`src/rtl/bus_pkg.sv`:
```
// Shared definitions for the CPU-to-slave bus decoder.
//   state_t          : decoder FSM encoding
//   SIZE_*           : access size codes carried on size/s_size
//   DEFAULT_ERR_DATA : read_data value returned with an error response
//   addr_match()     : base/mask region test used by the address matcher
package bus_pkg;

  // Widest address the match helper handles; callers zero-extend into it.
  localparam int unsigned MAX_AW = 64;

  typedef enum logic [1:0] {
    ST_IDLE = 2'd0,
    ST_WAIT = 2'd1,
    ST_ERR  = 2'd2,
    ST_DONE = 2'd3
  } state_t;

  localparam logic [1:0] SIZE_BYTE = 2'd0;
  localparam logic [1:0] SIZE_HALF = 2'd1;
  localparam logic [1:0] SIZE_WORD = 2'd2;

  localparam logic [31:0] DEFAULT_ERR_DATA = 32'hDEADBEEF;

  // A region matches when the masked address equals its base.
  function automatic logic addr_match(input logic [MAX_AW-1:0] addr,
                                      input logic [MAX_AW-1:0] base,
                                      input logic [MAX_AW-1:0] mask);
    return ((addr & mask) == base);
  endfunction

endpackage

```
`src/rtl/bus_decoder_if.sv`:
```
// CPU-side request/response bundle of the bus decoder.
//   address, rw_req, rw, write_data, size : request from the CPU (master)
//   read_data, rec                        : registered response from the decoder
// master modport is the CPU view, slave modport is the decoder view.
interface bus_decoder_if #(
  parameter int unsigned AW = 32,
  parameter int unsigned DW = 32
);

  logic [AW-1:0] address;
  logic          rw_req;
  logic          rw;
  logic [DW-1:0] write_data;
  logic [1:0]    size;
  logic [DW-1:0] read_data;
  logic          rec;

  modport master (
    output address, rw_req, rw, write_data, size,
    input  read_data, rec
  );

  modport slave (
    input  address, rw_req, rw, write_data, size,
    output read_data, rec
  );

endinterface

```
`src/rtl/bus_addr_match.sv`:
```
// Combinational NSLAVE-way priority address matcher.
//   address : CPU address
//   hit     : at least one region matches
//   sel     : index of the lowest-numbered matching region (0 when no hit)
// Regions come from the packed SLAVE_BASE/SLAVE_MASK tables, slave i at [i*AW +: AW].
module bus_addr_match
  import bus_pkg::*;
#(
  parameter int unsigned          NSLAVE     = 2,
  parameter int unsigned          AW         = 32,
  parameter int unsigned          SW         = 1,
  parameter logic [NSLAVE*AW-1:0] SLAVE_BASE = {32'h80000000, 32'h00000000},
  parameter logic [NSLAVE*AW-1:0] SLAVE_MASK = {32'h80000000, 32'h80000000}
) (
  input  logic [AW-1:0] address,
  output logic          hit,
  output logic [SW-1:0] sel
);

  // Scan from the top down so the lowest matching index is written last.
  always_comb begin
    hit = 1'b0;
    sel = '0;
    for (int i = int'(NSLAVE) - 1; i >= 0; i--) begin
      if (addr_match(MAX_AW'(address),
                     MAX_AW'(SLAVE_BASE[i*AW +: AW]),
                     MAX_AW'(SLAVE_MASK[i*AW +: AW]))) begin
        hit = 1'b1;
        sel = SW'(i);
      end
    end
  end

endmodule

```
`src/rtl/bus_decoder.sv`:
```
// CPU-to-slave memory bus decoder.
//   clk, reset     : bus clock, synchronous active-high reset
//   cpu            : CPU request/response (bus_decoder_if.slave)
//   s_address, s_rw, s_write_data, s_size : latched request shared by all slaves
//   s_rw_req       : one-hot request, held until the selected slave's s_rec
//   s_read_data    : per-slave read data, slave i at [i*DW +: DW]
//   s_rec          : per-slave data-valid
//   bus_err        : one-cycle pulse with an error response
//   err_sticky     : set on any error until reset
//   err_addr       : address of the most recent error
//   busy           : decoder not idle
// Each request is routed to the lowest-index matching slave; unmapped
// addresses and slaves that exceed TIMEOUT wait cycles get an ERR_DATA
// response flagged by bus_err.
module bus_decoder
  import bus_pkg::*;
#(
  parameter int unsigned          NSLAVE     = 2,
  parameter int unsigned          AW         = 32,
  parameter int unsigned          DW         = 32,
  parameter logic [NSLAVE*AW-1:0] SLAVE_BASE = {32'h80000000, 32'h00000000},
  parameter logic [NSLAVE*AW-1:0] SLAVE_MASK = {32'h80000000, 32'h80000000},
  parameter int unsigned          TIMEOUT    = 1023,
  parameter logic [DW-1:0]        ERR_DATA   = DW'(DEFAULT_ERR_DATA)
) (
  input  logic                 clk,
  input  logic                 reset,
  bus_decoder_if.slave         cpu,
  output logic [AW-1:0]        s_address,
  output logic                 s_rw,
  output logic [DW-1:0]        s_write_data,
  output logic [1:0]           s_size,
  output logic [NSLAVE-1:0]    s_rw_req,
  input  logic [NSLAVE*DW-1:0] s_read_data,
  input  logic [NSLAVE-1:0]    s_rec,
  output logic                 bus_err,
  output logic                 err_sticky,
  output logic [AW-1:0]        err_addr,
  output logic                 busy
);

  localparam int unsigned SW = (NSLAVE > 1) ? $clog2(NSLAVE) : 1;
  localparam int unsigned CW = (TIMEOUT > 0) ? $clog2(TIMEOUT + 1) : 1;

  state_t              state_q, state_nxt;
  logic [CW-1:0]       cnt_q, cnt_nxt;
  logic [SW-1:0]       sel_q, sel_nxt;
  logic                unmapped_q, unmapped_nxt;
  logic [DW-1:0]       read_data_q, read_data_nxt;
  logic                rec_q, rec_nxt;
  logic [AW-1:0]       s_address_nxt;
  logic                s_rw_nxt;
  logic [DW-1:0]       s_write_data_nxt;
  logic [1:0]          s_size_nxt;
  logic [NSLAVE-1:0]   s_rw_req_nxt;
  logic                bus_err_nxt;
  logic                err_sticky_nxt;
  logic [AW-1:0]       err_addr_nxt;

  logic                hit_c;
  logic [SW-1:0]       sel_c;
  logic                sel_rec_c;
  logic [DW-1:0]       sel_data_c;

  bus_addr_match #(
    .NSLAVE     (NSLAVE),
    .AW         (AW),
    .SW         (SW),
    .SLAVE_BASE (SLAVE_BASE),
    .SLAVE_MASK (SLAVE_MASK)
  ) u_match (
    .address (cpu.address),
    .hit     (hit_c),
    .sel     (sel_c)
  );

  // Response of the slave latched at accept; others are never looked at.
  always_comb begin
    sel_rec_c  = 1'b0;
    sel_data_c = '0;
    for (int unsigned i = 0; i < NSLAVE; i++) begin
      if (sel_q == SW'(i)) begin
        sel_rec_c  = s_rec[i];
        sel_data_c = s_read_data[i*DW +: DW];
      end
    end
  end

  // Next-state and next-output logic.
  always_comb begin
    state_nxt        = state_q;
    cnt_nxt          = cnt_q;
    sel_nxt          = sel_q;
    unmapped_nxt     = unmapped_q;
    read_data_nxt    = read_data_q;
    rec_nxt          = 1'b0;
    s_address_nxt    = s_address;
    s_rw_nxt         = s_rw;
    s_write_data_nxt = s_write_data;
    s_size_nxt       = s_size;
    s_rw_req_nxt     = s_rw_req;
    bus_err_nxt      = 1'b0;
    err_sticky_nxt   = err_sticky;
    err_addr_nxt     = err_addr;

    unique case (state_q)
      ST_IDLE: begin
        if (cpu.rw_req) begin
          if (hit_c) begin
            s_address_nxt    = cpu.address;
            s_rw_nxt         = cpu.rw;
            s_write_data_nxt = cpu.write_data;
            s_size_nxt       = cpu.size;
            s_rw_req_nxt     = NSLAVE'(1) << sel_c;
            sel_nxt          = sel_c;
            cnt_nxt          = '0;
            unmapped_nxt     = 1'b0;
            state_nxt        = ST_WAIT;
          end else begin
            unmapped_nxt     = 1'b1;
            state_nxt        = ST_ERR;
          end
        end
      end

      ST_WAIT: begin
        // A response in the expiry cycle still completes normally.
        if (sel_rec_c) begin
          read_data_nxt = sel_data_c;
          rec_nxt       = 1'b1;
          s_rw_req_nxt  = '0;
          state_nxt     = ST_DONE;
        end else if ((TIMEOUT != 0) && (cnt_q == CW'(TIMEOUT))) begin
          s_rw_req_nxt  = '0;
          state_nxt     = ST_ERR;
        end else if (cnt_q != '1) begin
          cnt_nxt       = cnt_q + CW'(1);
        end
      end

      ST_ERR: begin
        rec_nxt        = 1'b1;
        bus_err_nxt    = 1'b1;
        read_data_nxt  = ERR_DATA;
        // Unmapped requests never reach s_address; the CPU still holds it.
        err_addr_nxt   = unmapped_q ? cpu.address : s_address;
        err_sticky_nxt = 1'b1;
        state_nxt      = ST_DONE;
      end

      ST_DONE: begin
        // Turnaround cycle lets the CPU drop rw_req after rec.
        state_nxt = ST_IDLE;
      end

      default: state_nxt = ST_IDLE;
    endcase
  end

  // State and output registers.
  always_ff @(posedge clk) begin
    if (reset) begin
      state_q      <= ST_IDLE;
      cnt_q        <= '0;
      sel_q        <= '0;
      unmapped_q   <= 1'b0;
      read_data_q  <= '0;
      rec_q        <= 1'b0;
      s_address    <= '0;
      s_rw         <= 1'b0;
      s_write_data <= '0;
      s_size       <= '0;
      s_rw_req     <= '0;
      bus_err      <= 1'b0;
      err_sticky   <= 1'b0;
      err_addr     <= '0;
      busy         <= 1'b0;
    end else begin
      state_q      <= state_nxt;
      cnt_q        <= cnt_nxt;
      sel_q        <= sel_nxt;
      unmapped_q   <= unmapped_nxt;
      read_data_q  <= read_data_nxt;
      rec_q        <= rec_nxt;
      s_address    <= s_address_nxt;
      s_rw         <= s_rw_nxt;
      s_write_data <= s_write_data_nxt;
      s_size       <= s_size_nxt;
      s_rw_req     <= s_rw_req_nxt;
      bus_err      <= bus_err_nxt;
      err_sticky   <= err_sticky_nxt;
      err_addr     <= err_addr_nxt;
      busy         <= (state_nxt != ST_IDLE);
    end
  end

  assign cpu.read_data = read_data_q;
  assign cpu.rec       = rec_q;

endmodule

```
`src/flat_wrapper.sv`:
```
// flat-port wrapper written by rule: the top's interface ports become plain ports
module bus_decoder_flat import bus_pkg::*;
#(
  parameter int unsigned          NSLAVE     = 2,
  parameter int unsigned          AW         = 32,
  parameter int unsigned          DW         = 32,
  parameter logic [NSLAVE*AW-1:0] SLAVE_BASE = {32'h80000000, 32'h00000000},
  parameter logic [NSLAVE*AW-1:0] SLAVE_MASK = {32'h80000000, 32'h80000000},
  parameter int unsigned          TIMEOUT    = 1023,
  parameter logic [DW-1:0]        ERR_DATA   = DW'(DEFAULT_ERR_DATA)
)
  (clk, reset, s_address, s_rw, s_write_data, s_size, s_rw_req, s_read_data, s_rec, bus_err, err_sticky, err_addr, busy, cpu_address, cpu_rw_req, cpu_rw, cpu_write_data, cpu_size, cpu_read_data, cpu_rec);
  bus_decoder_if #(.AW(AW), .DW(DW)) cpu_i ();
  input  logic clk;
  input  logic reset;
  output logic [AW-1:0] s_address;
  output logic s_rw;
  output logic [DW-1:0] s_write_data;
  output logic [1:0] s_size;
  output logic [NSLAVE-1:0] s_rw_req;
  input  logic [NSLAVE*DW-1:0] s_read_data;
  input  logic [NSLAVE-1:0] s_rec;
  output logic bus_err;
  output logic err_sticky;
  output logic [AW-1:0] err_addr;
  output logic busy;
  input wire logic [$bits(cpu_i.address)-1:0] cpu_address;
  input wire logic [$bits(cpu_i.rw_req)-1:0] cpu_rw_req;
  input wire logic [$bits(cpu_i.rw)-1:0] cpu_rw;
  input wire logic [$bits(cpu_i.write_data)-1:0] cpu_write_data;
  input wire logic [$bits(cpu_i.size)-1:0] cpu_size;
  output wire logic [$bits(cpu_i.read_data)-1:0] cpu_read_data;
  output wire logic [$bits(cpu_i.rec)-1:0] cpu_rec;
  assign cpu_i.address = cpu_address;
  assign cpu_i.rw_req = cpu_rw_req;
  assign cpu_i.rw = cpu_rw;
  assign cpu_i.write_data = cpu_write_data;
  assign cpu_i.size = cpu_size;
  assign cpu_read_data = cpu_i.read_data;
  assign cpu_rec = cpu_i.rec;
  bus_decoder #(.NSLAVE(NSLAVE), .AW(AW), .DW(DW), .SLAVE_BASE(SLAVE_BASE), .SLAVE_MASK(SLAVE_MASK), .TIMEOUT(TIMEOUT), .ERR_DATA(ERR_DATA)) u_core (.clk(clk), .reset(reset), .cpu(cpu_i), .s_address(s_address), .s_rw(s_rw), .s_write_data(s_write_data), .s_size(s_size), .s_rw_req(s_rw_req), .s_read_data(s_read_data), .s_rec(s_rec), .bus_err(bus_err), .err_sticky(err_sticky), .err_addr(err_addr), .busy(busy));
endmodule
```
`config.mk`:
```
export PLATFORM = sky130hd
export DESIGN_NAME = bus_decoder_flat
export DESIGN_NICKNAME = d
export VERILOG_FILES = /design/src/rtl/bus_pkg.sv /design/src/rtl/bus_decoder_if.sv /design/src/rtl/bus_addr_match.sv /design/src/rtl/bus_decoder.sv /design/src/flat_wrapper.sv
export SDC_FILE = /design/constraint.sdc
export NUM_CORES = 1
export LEC_CHECK = 0
export CAP_MARGIN = 20
export CORE_UTILIZATION = 45
export CTS_CLUSTER_SIZE = 28
export DETAILED_ROUTE_END_ITERATION = 8
export GPL_TIMING_DRIVEN = 0
export MAX_ROUTING_LAYER = met4
export PLACE_DENSITY = 0.95
export SYNTH_ARGS = -nofsm -noshare
export SYNTH_HDL_FRONTEND = slang
export SYNTH_SLANG_ARGS = --single-unit
```
`constraint.sdc`:
```
create_clock -name clk -period 5.98 [get_ports clk]
set_clock_uncertainty 0.15 [all_clocks]
set_input_delay 0.598 -clock clk [delete_from_list [all_inputs] [get_ports clk]]
set_output_delay 0.598 -clock clk [all_outputs]
set_load 0.1 [all_outputs]
```
==> impl_metrics.toml, run 1 <==
# flow metrics
[worst_setup_path]
worstSetupEndpointType = "primary output"
worstPathArrival_ns = 2.01
crit_chain = "buf_4 > clkdlybuf4s50_1"

[drt]
drtPass1Iterations = 7
drc = 0

[cells_and_area]
syn_to_final_growth_pct = 58.50
logic_area_sq_um = 2649
instances_no_fill = 1138
final_util_pct = 73.50

[timing]
report.final.hold_viol_count = 0
period_used_pct = 46.04
fin_setup_tns_ns = 0
fmax_ghz = 0.3632

[global_route]
grt_overflow = 0

[floorplanning]
initial_core_util_pct = 46.37
ios = 273
die_w_microns = 116.3

[logic_synthesis]
ys_area_sq_um = 5876
yosysUniqueCellTypes = 51
synth_top_cell_by_area = "dfxtp_1"
synth_flops = 149
fp_nets = 807

[run_status]
run_status = "complete, no violations"

[hold_path]
hold_class = "reg2reg"

[clocking]
ctsResizeCount = 0
cts.path.max_buffers = 2

[placed_design]
dp_hpwl_microns = 13950
dp.cells = 1109
run 1: cell usage in the layout (no fill, tap or decap), drive strengths merged, types with 11 or more instances in the layout:
cell type / n
mux2: 16
o22ai: 16
clkbuf: 54
buf: 21
nand2: 143
nor2b: 11
a21oi: 78
clkdlybuf4s50: 271
nor3: 11
nor2: 67
dfxtp: 149
mux2i: 42
run 1: cell families after synthesis:
logic type	count (synthesis)	share of synthesized area (%)
and+or+nand+nor	258	18.50
DFF	149	50.77
AOI/OAI and AO/OA	139	15.01
muxes	58	10.50
buffers and inverters	57	4.152
adders and majority gates	5	1.065
run 1: cell usage after synthesis (all sizes together):
library cell  count
a2111oi           9
a211o             1
a211oi            2
a21boi            2
a21o              2
a21oi            78
a2bb2oi           6
a31oi             1
a32oi             1
a41o              1
and2              2
and3              2
and4              2
buf              21
clkbuf           30
dfxtp           149
ha                5
inv               6
mux2             16
mux2i            42
nand2           143
nand2b            2
nand3             5
nand3b            2
nand4             3
nand4b            1
nor2             67
nor2b            11
nor3             11
nor3b             2
o211a             2
o21a              1
o21ai             4
o21bai            1
o22ai            16
o311a             1
o311ai            3
o31ai             3
o32ai             2
o41ai             3
or3               4
or4               1
run 1: flip-flops by register name, indices dropped and copies added, names as in the netlist:
signal	count
u_core.err_addr	32
u_core.state_q	2
u_core.bus_err	1
u_core.sel_q	1
u_core.s_address	31
u_core.err_sticky	1
u_core.s_size	2
u_core.cnt_q	10
u_core.cpu.rec	1
u_core.s_write_data	32
u_core.busy	1
u_core.s_rw_req	2
u_core.s_rw	1
u_core.cpu.read_data	32
run 1: per-stage QoR:
stage / instance area [sq um] / power [mW]
after floorplan: 5876 / 1.993
after global placement: 8803 / 2.314
after detailed placement: 8803 / 2.333
after CTS: 9313 / 3.269
after global routing: 9313 / 3.367
final: 9313 / 3.265
run 1: worst max-delay path: cells and delay by family, from the launching register on:
kind                   cells  cell delay, ns
flip-flops                 1            0.35
buffers and inverters      2            1.24
run 1: where the power goes:
| group | internal, mW | total [mW] | switching (mW) |
|---|---|---|---|
| clock network | 0.553 | 0.942 | 0.389 |
| logic | 0.332 | 1.19 | 0.863 |
| registers | 1.08 | 1.13 | 0.0499 |
| total | 1.96 | 3.27 | 1.30 |
run 1: layout make-up:
cell class / count / area share, %
Timing Repair Buffer: 271 / 29.13
Clock inverter: 5 / 0.2956
Sequential cell: 149 / 32.03
Inverter: 6 / 0.2418
Tap cell: 172 / 2.311
Buffer: 51 / 2.378
Clock buffer: 24 / 5.173
Multi-Input combinational cell: 460 / 28.44
run 1: worst paths after layout:
check	endpoint	cells after the start	from	slack, ns
setup reg to reg	u_core.s_address[28]	7	u_core.state_q[0]	3.52
hold / removal	u_core.s_write_data[9]	2	u_core.s_write_data[9]	0.31
hold reg to reg	u_core.s_write_data[9]	2	u_core.s_write_data[9]	0.31
setup / recovery	s_address[31]	2	u_core.sel_q	3.23
run 1: layer usage:
layer	wire length (microns)	track usage [%]	up-vias	part of all wire (%)
met3	1783	8.614	52	9.2
met4	700	13.85	0	3.6
met1	7440	30.17	2788	38
li1	-	-	2868	-
met5	0	-	-	0
met2	9517	50.30	308	49
Run 1, met1 routing:
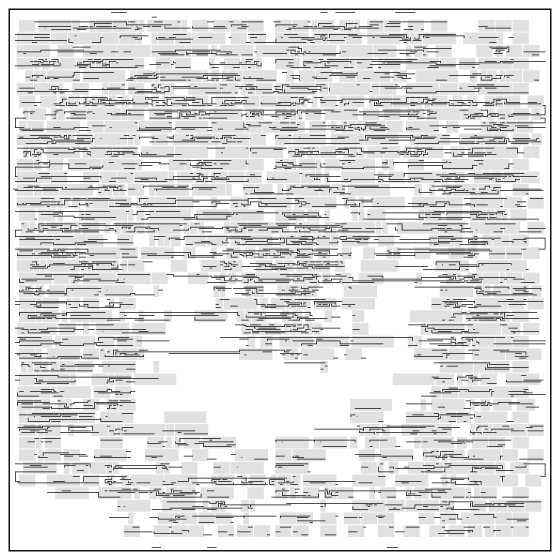
wire length on this layer: 7440 microns
nets with wire on the layer: 984
main direction: horizontal
share of all routed wire: 38%
longest straight run: 41.4 microns
routed via count: 6016
met1 Use GR: 30.17%
final WL: 19440 microns

Run 1, met2 routing:
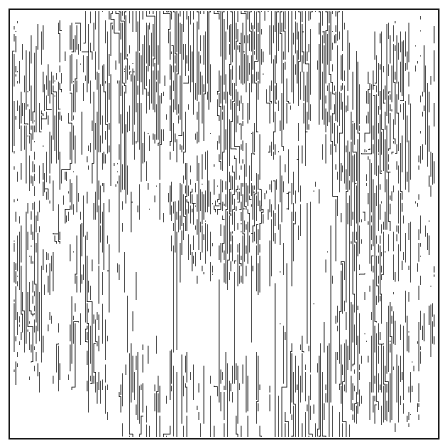
nets with wire on the layer: 955
main direction: vertical
met2 global-route usage: 50.30%

Run 1, M4 wires:
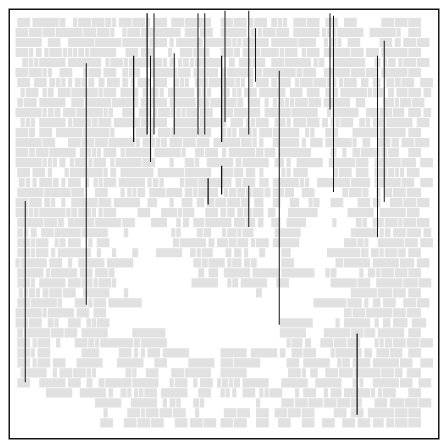
share of all routed wire: 3.6%
wire length on this layer: 700 microns

==> run 2, diff against run 1 <==
Settings changed: CORE_UTILIZATION 45 to 41, PLACE_DENSITY 0.95 to 0.91.
Clock period 5.98 ns to 2.6 ns, I/O delays scaled along.
==> run 2 against run 1 <==
Non-clock buffer count unchanged; final cell count is 0.97% higher; global-route usage down 4.1 points; highest routed layer unchanged.
==> impl_metrics.toml, run 2 <==
# flow metrics
[run_status]
run_status = "complete, no violations"

[cells_and_area]
syn_to_final_growth_pct = 59.54
final_cell_mix = "clkdlybuf4s50_1 (271), dfxtp_1 (149), nand2_1 (143), a21oi_1 (77), nor2_1 (67)"
mostFrequentLayoutCell = "clkdlybuf4s50_1"
instances_no_fill = 1149
logic_area_sq_um = 2649

[hold_path]
hold_class = "in2reg"

[pwr]
power_mw = 7.636

[worst_setup_path]
worstPathArrival_ns = 1.98
crit_chain = "buf_4 > clkdlybuf4s50_1"
worstSetupEndpointType = "primary output"

[logic_synthesis]
fp_nets = 807
synth_flops = 149
synth-edff-count = 0
synthXorXnorAreaFrac_pct = 0
simple_gate_area_share_pct = 18.51
synthFlopType = "dfxtp_1"
synthArstFlopShare_pct = 0
ys_area_sq_um = 5876
top_logic_kind = "simple AND/OR/NAND/NOR gates"
yosysUniqueCellTypes = 51
adder_share_pct = 1.065
common_cells = "dfxtp_1 (149), nand2_1 (143), a21oi_1 (77), nor2_1 (67), mux2i_1 (41)"

[drt]
drtPass1Iterations = 4
routed-via-count = 5912
wirelength_microns = 18310

[timing]
fmax_ghz = 0.4184
fin_setup_tns_ns = 0
period_used_pct = 91.92
report.final.hold_viol_count = 0

[floorplanning]
initial_core_util_pct = 42.17
ios = 273

[placed_design]
dp.cells = 1117

[clocking]
ctsResizeCount = 0

[global_route]
grt_overflow = 0
[run 2: cell counts after synthesis]
No cell type changed its count.
[run 2: power by group]
part	leakage, nW	total [mW]	switching [mW]	internal (mW)
logic	1.90	2.73	1.96	0.764
clock network	0.268	2.32	0.956	1.36
registers	1.22	2.59	0.112	2.48
[run 2: kinds of logic after synthesis]
| group | after synthesis |
|---|---|
| simple gates | 258 |
| flops | 149 |
| compound gates | 139 |
| mux | 58 |
| buf+inv | 57 |
| fa+ha+maj | 5 |
[run 2: worst max-delay path: cells and delay by family, from the launching register on]
kind                   cells  cell delay [ns]
buffers and inverters      2             1.23
DFF                        1             0.34
[run 2: cell type report]
type                    instances  share of cell area, %
plain buffers                  51                  2.376
flip-flops and latches        149                  31.82
clock inverters                12                  1.094
multi-input cells             460                  28.26
inverters                       6                 0.2403
well taps                     180                  2.403
repair buffers                271                  28.94
clock buffers                  20                  4.872
[run 2: final timing paths]
kind | startpoint | endpoint | slack, ns | cells past startpoint
min reg2reg | u_core.s_write_data[7] | u_core.s_write_data[7] | 0.30 | 2
min | reset | u_core.cnt_q[8] | 0.17 | 3
max reg2reg | u_core.state_q[0] | u_core.s_address[29] | 0.27 | 7
max | u_core.sel_q | s_address[31] | 0.21 | 2
[run 2: stage by stage]
| step | utilization, % | hold slack (ns) |
|---|---|---|
| finish | 67.27 | 0.1704 |
| global route | 67.27 | 0.1841 |
| CTS | 67.26 | 0.1384 |
| detailed placement | 63.25 | 0.2969 |
| global placement | 63.25 | 0.2895 |
| floorplan | - | 0.2091 |
[run 2: layer usage]
| layer | vias up | GRT usage [%] | share of wire, % |
|---|---|---|---|
| met5 | - | - | 0 |
| met1 | 2757 | 27.34 | 40 |
| met3 | 29 | 7.772 | 8.4 |
| met2 | 253 | 42.76 | 50 |
| li1 | 2873 | - | - |
| met4 | 0 | 8.488 | 1.7 |
Run 2, routing congestion:
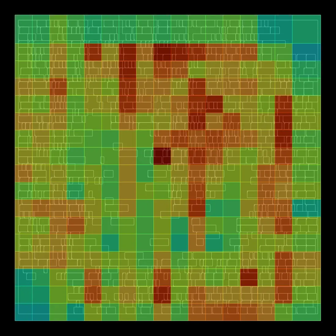
average wire per standard cell: 15.94 microns
met2 global-route usage: 42.76%

==> run 3, diff against run 2 <==
Settings changed: ABC_CLOCK_PERIOD_IN_PS set to 2600, GPL_ROUTABILITY_DRIVEN set to 0, TNS_END_PERCENT set to 100.
==> run 3 against run 2 <==
Via count unchanged; sequential share of layout area unchanged; final cell count unchanged; critical path type unchanged; die area unchanged; design area unchanged; area after synthesis unchanged; critical endpoint unchanged.
==> impl_metrics.toml, run 3 <==
# flow metrics
[timing]
fmax_ghz = 0.4184
fin_setup_tns_ns = 0
report.final.hold_viol_count = 0

[pwr]
power_frac_seq_pct = 33.9
switching_power_mw = 3.031

[logic_synthesis]
synth-edff-count = 0
fp_nets = 807
ys_area_sq_um = 5876
synthFlopType = "dfxtp_1"
synthArstFlopShare_pct = 0
synth_flops = 149
common_cells = "dfxtp_1 (149), nand2_1 (143), a21oi_1 (77), nor2_1 (67), mux2i_1 (41)"

[drt]
drtPass1Iterations = 4
routedWlPerCell_microns = 15.94

[worst_setup_path]
worstPathArrival_ns = 1.98
cpLargestDelayFamily = "buffers and inverters"
path_buffers = 2

[floorplanning]
initial_core_util_pct = 42.17
ios = 273
die_w_microns = 121.7

[placed_design]
dp.cells = 1117

[cells_and_area]
mostFrequentLayoutCell = "clkdlybuf4s50_1"

[run_status]
run_status = "complete, no violations"

[global_route]
grt_overflow = 0
==> run 3: cell counts after synthesis <==
No cell type changed its count.
==> run 3: timing repair <==
action                                  CTS  global route
endpoints found under the setup margin    0            10
gates resized                             0             1
setup buffers                             0             0
==> run 3: power by group through the flow <==
stage	Clock (mW)	Sequential [mW]	Combinational, mW
after floorplan	0	3.96	0.623
after global placement	0	2.63	2.69
after detailed placement	0	2.64	2.71
after CTS	2.36	2.59	2.72
after global routing	2.46	2.61	2.85
final	2.32	2.59	2.73
==> run 3: final timing paths <==
check                           slack (ns)  cells after the start                   start                endpoint
worst max-delay path                  0.21                      2            u_core.sel_q           s_address[31]
worst min-delay path                  0.17                      3                   reset         u_core.cnt_q[8]
worst max register to register        0.27                      7       u_core.state_q[0]    u_core.s_address[29]
worst min register to register        0.30                      2  u_core.s_write_data[7]  u_core.s_write_data[7]
==> run 3: per-stage QoR <==
stage	hold WS [ns]	power (mW)	area [sq um]	setup WS [ns]
after floorplan	0.2091	4.583	5876	0.7260
after global placement	0.2895	5.316	8813	0.1243
after detailed placement	0.2969	5.349	8813	0.05376
after CTS	0.1384	7.675	9373	0.1180
after global routing	0.1841	7.915	9374	0.07419
final	0.1704	7.636	9374	0.2101
==> run 3: cells by family after synthesis <==
family                     count (synthesis)  synth area share [%]
muxes                                     58                 10.50
AOI/OAI and AO/OA                        139                 15.01
adders and majority gates                  5                 1.065
DFF                                      149                 50.77
and+or+nand+nor                          258                 18.50
buffers and inverters                     57                 4.152
==> run 3: area by class of cell <==
cell class              count  area, sq um  area share [%]
clock buffers              20        456.7           4.872
inverters                   6        22.52          0.2403
flip-flops and latches    149         2983           31.82
multi-input cells         460         2649           28.26
well taps                 180        225.2           2.403
plain buffers              51        222.7           2.376
repair buffers            271         2713           28.94
clock inverters            12        102.6           1.094
==> run 3: tightest hold or removal path, stage by stage <==
cell      delay, ns
clkbuf_1       0.22
or4_1          0.15
o21ai_0        0.06
==> run 3: routing by layer <==
layer  up-vias  track usage, %  share of wire (%)
li1       2873               -                  -
met5         -               -                  0
met3        29           7.772                8.4
met1      2757           27.34                 40
met4         0           8.488                1.7
met2       253           42.76                 50
Run 3, routing congestion:
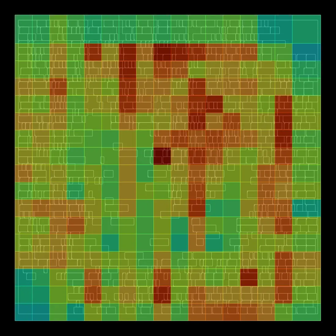
M3 GR Usage: 7.772%
met1 Use GR: 27.34%
GRT Total Usage: 24.98%
Most Crowded Layer GR: met2
utilization after layout: 67.27%

Power figures rest on the tool's default switching activity, not on a simulated workload.
